## config.mk

```make
export PLATFORM = sky130hd
export DESIGN_NAME = pipe_ctrl
export DESIGN_NICKNAME = d
export VERILOG_FILES = /design/src/rtl/pipe_ctrl.sv
export SDC_FILE = /design/constraint.sdc
export NUM_CORES = 1
export LEC_CHECK = 0
export ABC_CLOCK_PERIOD_IN_PS = 3650
export CORE_ASPECT_RATIO = 0.6
export CORE_MARGIN = 2
export CORE_UTILIZATION = 36
export DETAILED_ROUTE_END_ITERATION = 8
export PLACE_DENSITY = 0.88
export SYNTH_ARGS = -nofsm -noshare
export SYNTH_HDL_FRONTEND = slang
export SYNTH_SLANG_ARGS = --single-unit
```

## constraint.sdc

```tcl
create_clock -name clk -period 3.65 [get_ports clk]
set_input_delay 1.095 -clock clk [delete_from_list [all_inputs] [get_ports clk]]
set_output_delay 1.095 -clock clk [all_outputs]
set_load 0.02 [all_outputs]
```

## src/rtl/pipe_ctrl.sv

```systemverilog
// pipe_ctrl: central pipeline controller for the 5-stage core.
//  - Per-stage stall/flush, load-use bubble, interrupt-detect strobe.
//  - Redirect PC for exceptions (EXC_VECTOR) and exception return (epc).
//  - Privileged control registers: status, pre_status, int_mask, exp_code, epc.
// Ports:
//  clk, reset (sync, active-high)
//  if_busy, mem_busy, ld_hazard          : hazard / bus-wait inputs
//  mem_en, mem_pc, mem_exp_code,
//  mem_ctrl_op, mem_cr_addr,
//  mem_cr_wr_data                        : EX/MEM register contents (commit point)
//  cr_rd_addr / cr_rd_data               : combinational control-register read
//  irq                                   : level-sensitive interrupt requests
//  *_stall, *_flush, new_pc, int_detect  : pipeline control outputs
//  exe_mode, int_en                      : current status bits
// Build option: PIPE_CTRL_IRQ_SYNC_EN adds a 2-flop synchronizer ahead of irq_q.
module pipe_ctrl #(
  parameter int                     WORD_ADDR_W = 30,
  parameter int                     IRQ_CH      = 8,
  parameter logic [WORD_ADDR_W-1:0] EXC_VECTOR  = '0
) (
  input  logic                   clk,
  input  logic                   reset,
  input  logic                   if_busy,
  input  logic                   mem_busy,
  input  logic                   ld_hazard,
  input  logic                   mem_en,
  input  logic [WORD_ADDR_W-1:0] mem_pc,
  input  logic [2:0]             mem_exp_code,
  input  logic [1:0]             mem_ctrl_op,
  input  logic [2:0]             mem_cr_addr,
  input  logic [31:0]            mem_cr_wr_data,
  input  logic [2:0]             cr_rd_addr,
  input  logic [IRQ_CH-1:0]      irq,
  output logic [31:0]            cr_rd_data,
  output logic                   if_stall,
  output logic                   id_stall,
  output logic                   ex_stall,
  output logic                   mem_stall,
  output logic                   if_flush,
  output logic                   id_flush,
  output logic                   ex_flush,
  output logic                   mem_flush,
  output logic [WORD_ADDR_W-1:0] new_pc,
  output logic                   int_detect,
  output logic                   exe_mode,
  output logic                   int_en
);

  typedef enum logic {RUN, EXC_FLUSH} state_e;
  localparam logic [1:0] OP_WRCR = 2'd1;
  localparam logic [1:0] OP_EXRT = 2'd2;

  state_e                 state_q, state_d;
  logic                   exe_mode_q, int_en_q, pre_exe_mode_q, pre_int_en_q;
  logic [IRQ_CH-1:0]      int_mask_q, irq_q;
  logic [2:0]             exp_code_q;
  logic [WORD_ADDR_W-1:0] epc_q;

  logic stall, commit, take_exc, take_ret, do_wrcr;

  assign stall    = if_busy | mem_busy;
  // Only RUN may commit; the flush cycle scrubs wrong-path entries instead.
  assign commit   = mem_en & ~stall & (state_q == RUN);
  assign take_exc = commit & (mem_exp_code != 3'd0);
  assign take_ret = commit & ~take_exc & (mem_ctrl_op == OP_EXRT);
  assign do_wrcr  = commit & ~take_exc & (mem_ctrl_op == OP_WRCR);

  assign exe_mode = exe_mode_q;
  assign int_en   = int_en_q;

  always_comb begin
    state_d    = state_q;
    if_stall   = 1'b0;
    id_stall   = 1'b0;
    ex_stall   = 1'b0;
    mem_stall  = 1'b0;
    if_flush   = 1'b0;
    id_flush   = 1'b0;
    ex_flush   = 1'b0;
    mem_flush  = 1'b0;
    new_pc     = '0;
    int_detect = 1'b0;
    if (!reset) begin
      if_stall  = stall | ld_hazard;
      id_stall  = stall;
      ex_stall  = stall;
      mem_stall = stall;
      if (state_q == RUN) begin
        id_flush   = ld_hazard & ~stall;
        int_detect = int_en_q & (|(irq_q & ~int_mask_q)) & ~stall;
        if (take_exc || take_ret) begin
          if_flush  = 1'b1;
          id_flush  = 1'b1;
          ex_flush  = 1'b1;
          mem_flush = 1'b1;
          new_pc    = take_exc ? EXC_VECTOR : epc_q;
          state_d   = EXC_FLUSH;
        end
      end else if (!stall) begin
        // Fetch already redirected; clear the three entries behind it.
        id_flush  = 1'b1;
        ex_flush  = 1'b1;
        mem_flush = 1'b1;
        state_d   = RUN;
      end
    end
  end

  always_ff @(posedge clk) begin
    if (reset) begin
      state_q        <= RUN;
      exe_mode_q     <= 1'b0;
      int_en_q       <= 1'b0;
      pre_exe_mode_q <= 1'b0;
      pre_int_en_q   <= 1'b0;
      int_mask_q     <= '1;
      exp_code_q     <= '0;
      epc_q          <= '0;
    end else begin
      state_q <= state_d;
      if (take_exc) begin
        epc_q          <= mem_pc;
        exp_code_q     <= mem_exp_code;
        pre_exe_mode_q <= exe_mode_q;
        pre_int_en_q   <= int_en_q;
        exe_mode_q     <= 1'b0;
        int_en_q       <= 1'b0;
      end else if (take_ret) begin
        exe_mode_q <= pre_exe_mode_q;
        int_en_q   <= pre_int_en_q;
      end else if (do_wrcr) begin
        case (mem_cr_addr)
          3'd0: {exe_mode_q, int_en_q}         <= mem_cr_wr_data[1:0];
          3'd1: {pre_exe_mode_q, pre_int_en_q} <= mem_cr_wr_data[1:0];
          3'd2: int_mask_q <= mem_cr_wr_data[IRQ_CH-1:0];
          3'd3: exp_code_q <= mem_cr_wr_data[2:0];
          3'd4: epc_q      <= mem_cr_wr_data[WORD_ADDR_W+1:2];
          default: ;
        endcase
      end
    end
  end

`ifdef PIPE_CTRL_IRQ_SYNC_EN
  logic [IRQ_CH-1:0] irq_s1_q, irq_s2_q;
  always_ff @(posedge clk) begin
    if (reset) begin
      irq_s1_q <= '0;
      irq_s2_q <= '0;
      irq_q    <= '0;
    end else begin
      irq_s1_q <= irq;
      irq_s2_q <= irq_s1_q;
      irq_q    <= irq_s2_q;
    end
  end
`else
  always_ff @(posedge clk) begin
    if (reset) irq_q <= '0;
    else       irq_q <= irq;
  end
`endif

  always_comb begin
    cr_rd_data = '0;
    case (cr_rd_addr)
      3'd0: cr_rd_data[1:0]             = {exe_mode_q, int_en_q};
      3'd1: cr_rd_data[1:0]             = {pre_exe_mode_q, pre_int_en_q};
      3'd2: cr_rd_data[IRQ_CH-1:0]      = int_mask_q;
      3'd3: cr_rd_data[2:0]             = exp_code_q;
      3'd4: cr_rd_data[WORD_ADDR_W+1:0] = {epc_q, 2'b00};
      default: ;
    endcase
  end

endmodule

```

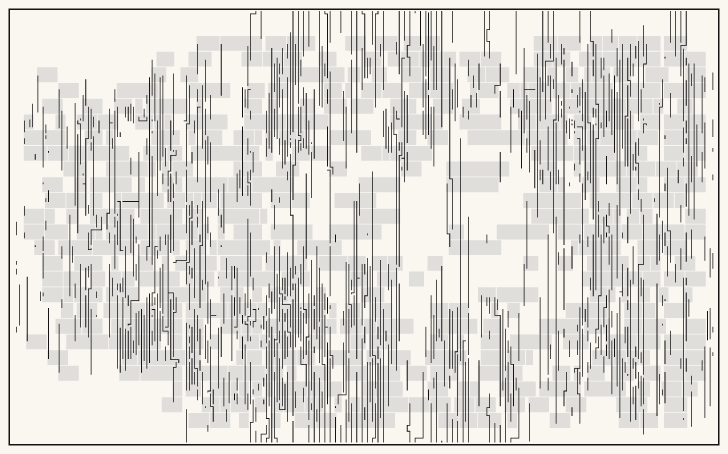
(M2 wires)
Cells faint in the background.
The layer carries 5200 um of wire. The wires run mostly vertical. The layer holds 47% of the routed length.
met2 GRT Util: 41.11%
vias: 3342
DRT Wirelength: 11.16 mm

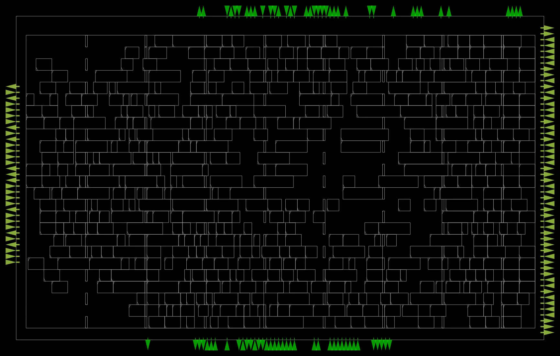
(placed standard cells)
sequential share of cell area: 20.66%
Layout Cells excl Fill: 632
fill count: 662

==> Slide: Implementation Results <==
Run Summary

Power and ir drop
  – Combinational power share: 20.3%
  – Net Switching: ~0.36 mW
  – Clk. pwr: 0.530 mW
  – Sequential power share: a little over two fifths

STA
  – Final hold vios: 0
  – Setup slack after layout: -0.1779 ns
  – Rel. slew slack: between 60% and 70%
  – Setup total negative slack: -3.117 ns
  – Minimum clock period: 3.828 ns
  – Worst hold slack: slightly above 0.5 ns
  – Count of final setup violators: 30

Clock tree
  – CTS root buffer: clkbuf_16
  – Setup bufs post-CTS: 6
  – CTS tree: yes

Outcome
  – Failing checks: setup timing
  – Status: finished with violations

Logic synthesis
  – Simple Share, Synth: a little over a quarter
  – Dominant comb cell: simple AND/OR/NAND/NOR gates
  – Sequential element share of the synthesized area: between 30% and 40%
  – Synth Area in Adders: 0%
  – Top-count cell post-synth: and2_1
  – Syn nets: approximately 440
  – XOR-XNOR Cells, Area Fraction: 0%

Layout
  – Mi-comb count: 256
  – Most frequent cells in the layout: 83 x clkdlybuf4s50_1, 54 x dfxtp_1, 42 x nor2_1, 41 x mux2i_1, 37 x buf_4
  – Synth-to-layout area growth: 72.35%
  – Design area: around 5200 um^2
  – Clkbuf count: 6
  – Max reg flops: 30
  – Layout clock area frac: about 3.2%
  – Leading cell kind: logic gates

Job
  – Max cap viols: 0

Global route
  – GRT Total Usage: a little under a quarter
  – Grt ovf: 0

Drt
  – Metal-1 WL: around 5 mm

Critical path
  – Startpoint types: input port
  – Worst path max stage delay: ~0.54 ns
  – Critical Path Stages: 8

Placed design
  – Number of port buffers: about 160
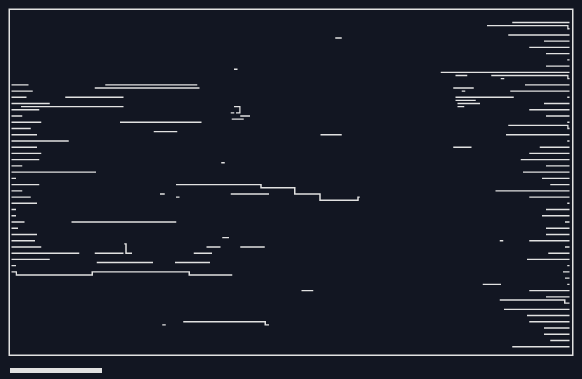
(M3 wires)
Scale bar: 20 um.
114 nets have wire on it. The layer carries 880 um of wire. The longest straight run is 27.8 um. The wires run mostly horizontal. The layer holds 7.9% of the routed length.

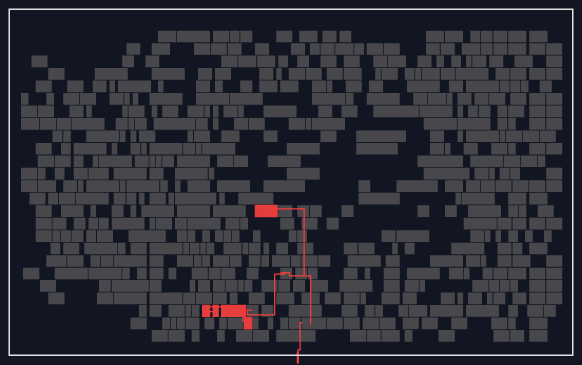
(port wiring)
Key: red = if_busy [bits 1, direction input, edge south, end cells 5, buffers 3, wire 82.6 um]

Power is estimated from default activity; no workload was simulated.
